**Run 1: the metal 1 layer**

Scale: 2 px per µm. Supply wires on this layer in gray.
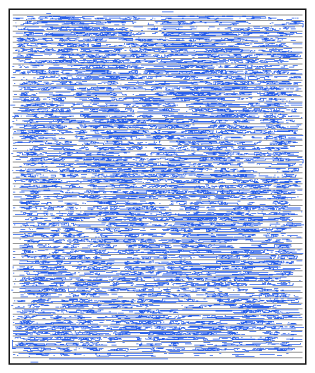
**Run 1: metal 2**

Scale: 1.5 px per µm. Cells faint in the background.
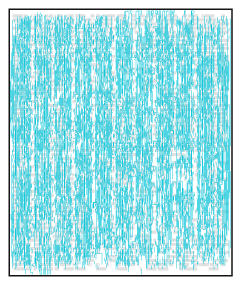
**Run 1: signal wires on met3**

Scale: 2 px per µm.
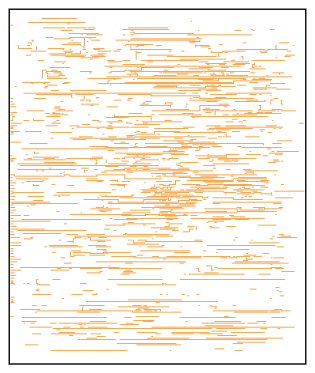
Design mul_unit, sky130hd; sources not shown.
==> impl_metrics.env, run 1 <==
# implementation run metrics
export IMPL_status="finished clean"
export IMPL_clock_sinks=204
export IMPL_hold_depth=2
export IMPL_fp_util_pct=66.50
export IMPL_top_layer_used="met5"
export IMPL_area_growth_pct=13.59
export IMPL_powerClk_mw=0.736
export IMPL_dieArea_um2=26050
export IMPL_p_leak_nw=6.897
export IMPL_p_sw_share_pct=31.86
export IMPL_simple_gate_area_share_pct=24.34
export IMPL_top_logic_kind="AND-OR/OR-AND gates"
export IMPL_synthArstFlopShare_pct=0
export IMPL_buf_share_pct=8.646
export IMPL_dp_slack_ns=6.855
export IMPL_antenna_found_initial=3
export IMPL_seq_area_um2=4084
export IMPL_p_int_mw=1.218
export IMPL_combGateArea_um2=11730
export IMPL_min_period_ns=5.903
export IMPL_seq_share_pct=21.77
export IMPL_seqPwrFrac_pct=38.6
export IMPL_drv_cap=0
export IMPL_port_buffers=102
export IMPL_fin_worst_skew_ns=0.01069
export IMPL_mux_area_share_pct=1.963
export IMPL_finalSetupViolCount=0
export IMPL_combPwrFrac_pct=20.1
export IMPL_top_usage_layer="met2"
export IMPL_worstPathRequired_ns=12.68
export IMPL_ff2ff_setup_slack_ns=6.40
export IMPL_totalPowerFinal_mw=1.787
export IMPL_grt_use_total_pct=51.52
export IMPL_yosys_top_cells_area="dfxtp_1 (25%), a21oi_1 (6.9%), nor2_1 (6.3%)"
export IMPL_critPathMaxStageDelay_ns=0.91
export IMPL_firstDrtPassIters=6
export IMPL_edf_count=0
export IMPL_dp_cells=2667
export IMPL_avgViaCountPerCell=7.265
export IMPL_grt_pass1_wl_um=103100
export IMPL_ys_warn_count=0
export IMPL_critPathCaptureType="register"
export IMPL_synth_distinct_cells=103
export IMPL_ios=104
export IMPL_setup_slack_ns=6.397
export IMPL_hpwlAfterDp_um=50970
export IMPL_routed_wl_met2_um=30380
export IMPL_nNonClkInverters=37
export IMPL_startpoint_type="register"
export IMPL_fillers=1934
export IMPL_reg2regPathDepth=13
export IMPL_gp_congestion=1.130
export IMPL_die_x_um=147.5
export IMPL_yosys_area_share_aoi_pct=33.41
export IMPL_holdWs_ns=0.4632
export IMPL_clk_share_pct=4.143
export IMPL_design_area_um2=18760
export IMPL_worst_path_max_fanout=10
export IMPL_lay_top_count="nor2_1"
export IMPL_h_tree_depth=1
export IMPL_seq_power_mw=0.691
export IMPL_vdd_drop_max_v=0.0001192
export IMPL_syn_inst=2239
export IMPL_first_iter_violations=2341
export IMPL_routedWlPerCell_um=25.22
export IMPL_num_rows=63
export IMPL_final_setup_tns_ns=0
export IMPL_cp_depth=13
export IMPL_core_area_um2=24830
export IMPL_fin_util_pct=75.54
export IMPL_grt_ovfl_total=0
export IMPL_cp_top_family="simple AND/OR/NAND/NOR gates"
export IMPL_hold_path_class="register to register"
export IMPL_cts_tree="yes"
export IMPL_period_used_pct=47.99
-- 'the metal 1 layer' (at the start) --
wire length on this layer	22.5 mm
main direction	horizontal
Routed WL: 68330 µm
M1 GR Usage: 53.61%
Vias: 19690

-- 'metal 2' (at the start) --
wire length on this layer	30.4 mm
main direction	vertical
share of all routed wire	44%
nets with wire on the layer	2201
met2 Track Usage GR: 84.79%

-- 'signal wires on met3' (at the start) --
wire length on this layer	7960 µm
nets with wire on the layer	555
main direction	horizontal
M3 GR Usage: 14.88%

**Run 1: signal wires on met4**

Scale: 2 px per µm. Supply wires on this layer in gray.
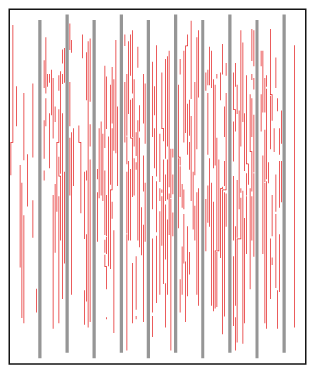

==> inputs of run 2 (changes only) <==
Settings changed: CORE_UTILIZATION 65 to 61, PLACE_DENSITY 0.95 to 0.91.
Clock period 12.3 ns to 6.12 ns, I/O delays scaled along.
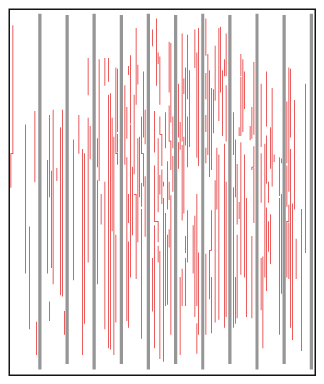
**Above:** run 2 (signal wires on met4).
Scale: 2 px per µm. Supply wires on this layer in gray.
wire length on this layer	6830 µm
main direction	vertical
nets with wire on the layer	150
share of all routed wire	10%
longest straight run	128 µm
Routed WL: 67400 µm
Vias: 19420

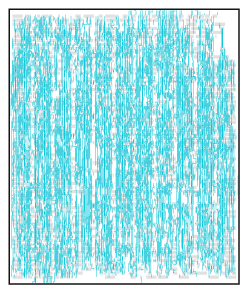
**Above:** run 2 (metal 2).
Scale: 1.5 px per µm. Cells faint in the background.
nets with wire on the layer	2197
share of all routed wire	45%
wire length on this layer	30.2 mm
main direction	vertical
longest straight run	84.0 µm
met2 Track Usage GR: 79.10%

==> run 2 against run 1 <==
  * Final area hardly changed
  * Synthesized area unchanged
  * Combinational power increased by 99%
  * Global-route usage is 3.9 points lower
  * Critical path depth stayed put
  * Critical endpoint is now data_o[15]
  * Largest power group unchanged
==> impl_metrics.env, run 2 <==
# implementation run metrics
export IMPL_status="finished clean"
export IMPL_flop_cell="dfxtp_1"
export IMPL_worst_path_max_fanout=7
export IMPL_p_per_area_nw_per_um2=191.9
export IMPL_drv_cap=0
export IMPL_grt_use_total_pct=47.62
export IMPL_top_logic_kind="AND-OR/OR-AND gates"
export IMPL_vdd_drop_max_v=0.0002236
export IMPL_period_used_pct=94.68
export IMPL_seqPwrFrac_pct=38.5
export IMPL_avgViaCountPerCell=7.138
export IMPL_ys_warn_count=0
export IMPL_grt_ovfl_total=0
export IMPL_design_area_um2=18770
export IMPL_ff2ff_setup_slack_ns=0.33
export IMPL_routedWlPerCell_um=24.78
export IMPL_final_setup_tns_ns=0
export IMPL_core_area_um2=26430
export IMPL_first_iter_violations=2105
export IMPL_warnings=26
export IMPL_edf_count=0
export IMPL_fillers=2199
export IMPL_yosys_top_cells_area="dfxtp_1 (25%), a21oi_1 (6.9%), nor2_1 (6.3%)"
export IMPL_fin_worst_skew_ns=0.03612
export IMPL_drc=0
export IMPL_critPathMaxStageDelay_ns=0.85
export IMPL_startpoint_type="register"
export IMPL_synthArstFlopShare_pct=0
export IMPL_taps=335
export IMPL_syn_inst=2239
export IMPL_finalSetupViolCount=0
export IMPL_worstPathRequired_ns=6.63
export IMPL_gp_congestion=1.084
export IMPL_setup_slack_ns=0.3253
export IMPL_clk_share_pct=4.247
export IMPL_p_sw_share_pct=32.26
export IMPL_lay_top_count="nor2_1"
export IMPL_fp_util_pct=62.47
export IMPL_nNonClkInverters=37
export IMPL_synth_distinct_cells=103
export IMPL_clock_sinks=204
export IMPL_grt_util_met3_pct=10.24
export IMPL_num_rows=65
export IMPL_holdWs_ns=0.4642
export IMPL_antenna_found_initial=0
export IMPL_top_layer_used="met4"
export IMPL_fp_dieH_um=182.2
export IMPL_dp_slack_ns=0.6078
export IMPL_area_growth_pct=13.66
export IMPL_cp_depth=13
export IMPL_fin_util_pct=71.01
export IMPL_port_buffers=102
export IMPL_min_period_ns=5.795
export IMPL_combPwrFrac_pct=19.9
export IMPL_reg2regPathDepth=13
export IMPL_nets=2507
export IMPL_h_tree_depth=1
export IMPL_ios=104
export IMPL_simple_gate_area_share_pct=24.34
export IMPL_die_x_um=152.2
export IMPL_buf_share_pct=8.567
export IMPL_hpwlAfterDp_um=51680
export IMPL_critPathCaptureType="register"
export IMPL_hold_depth=2
export IMPL_totalPowerFinal_mw=3.601
export IMPL_yosys_cells=2239
export IMPL_cp_top_family="AND-OR/OR-AND gates"
export IMPL_p_int_mw=2.439
export IMPL_grt_pass1_wl_um=102300
export IMPL_p_leak_nw=6.889
export IMPL_firstDrtPassIters=7
export IMPL_dieArea_um2=27730
export IMPL_dp_cells=2676
export IMPL_seq_power_mw=1.39
export IMPL_yosys_area_share_aoi_pct=33.41
export IMPL_grt_met1_usage_pct=51.71
export IMPL_top_cell="nor2_1"
export IMPL_combGateArea_um2=11720
export IMPL_cts_tree="yes"
export IMPL_hold_path_class="register to register"
export IMPL_powerClk_mw=1.50
export IMPL_seq_share_pct=21.76
Power is estimated from default activity; no workload was simulated.
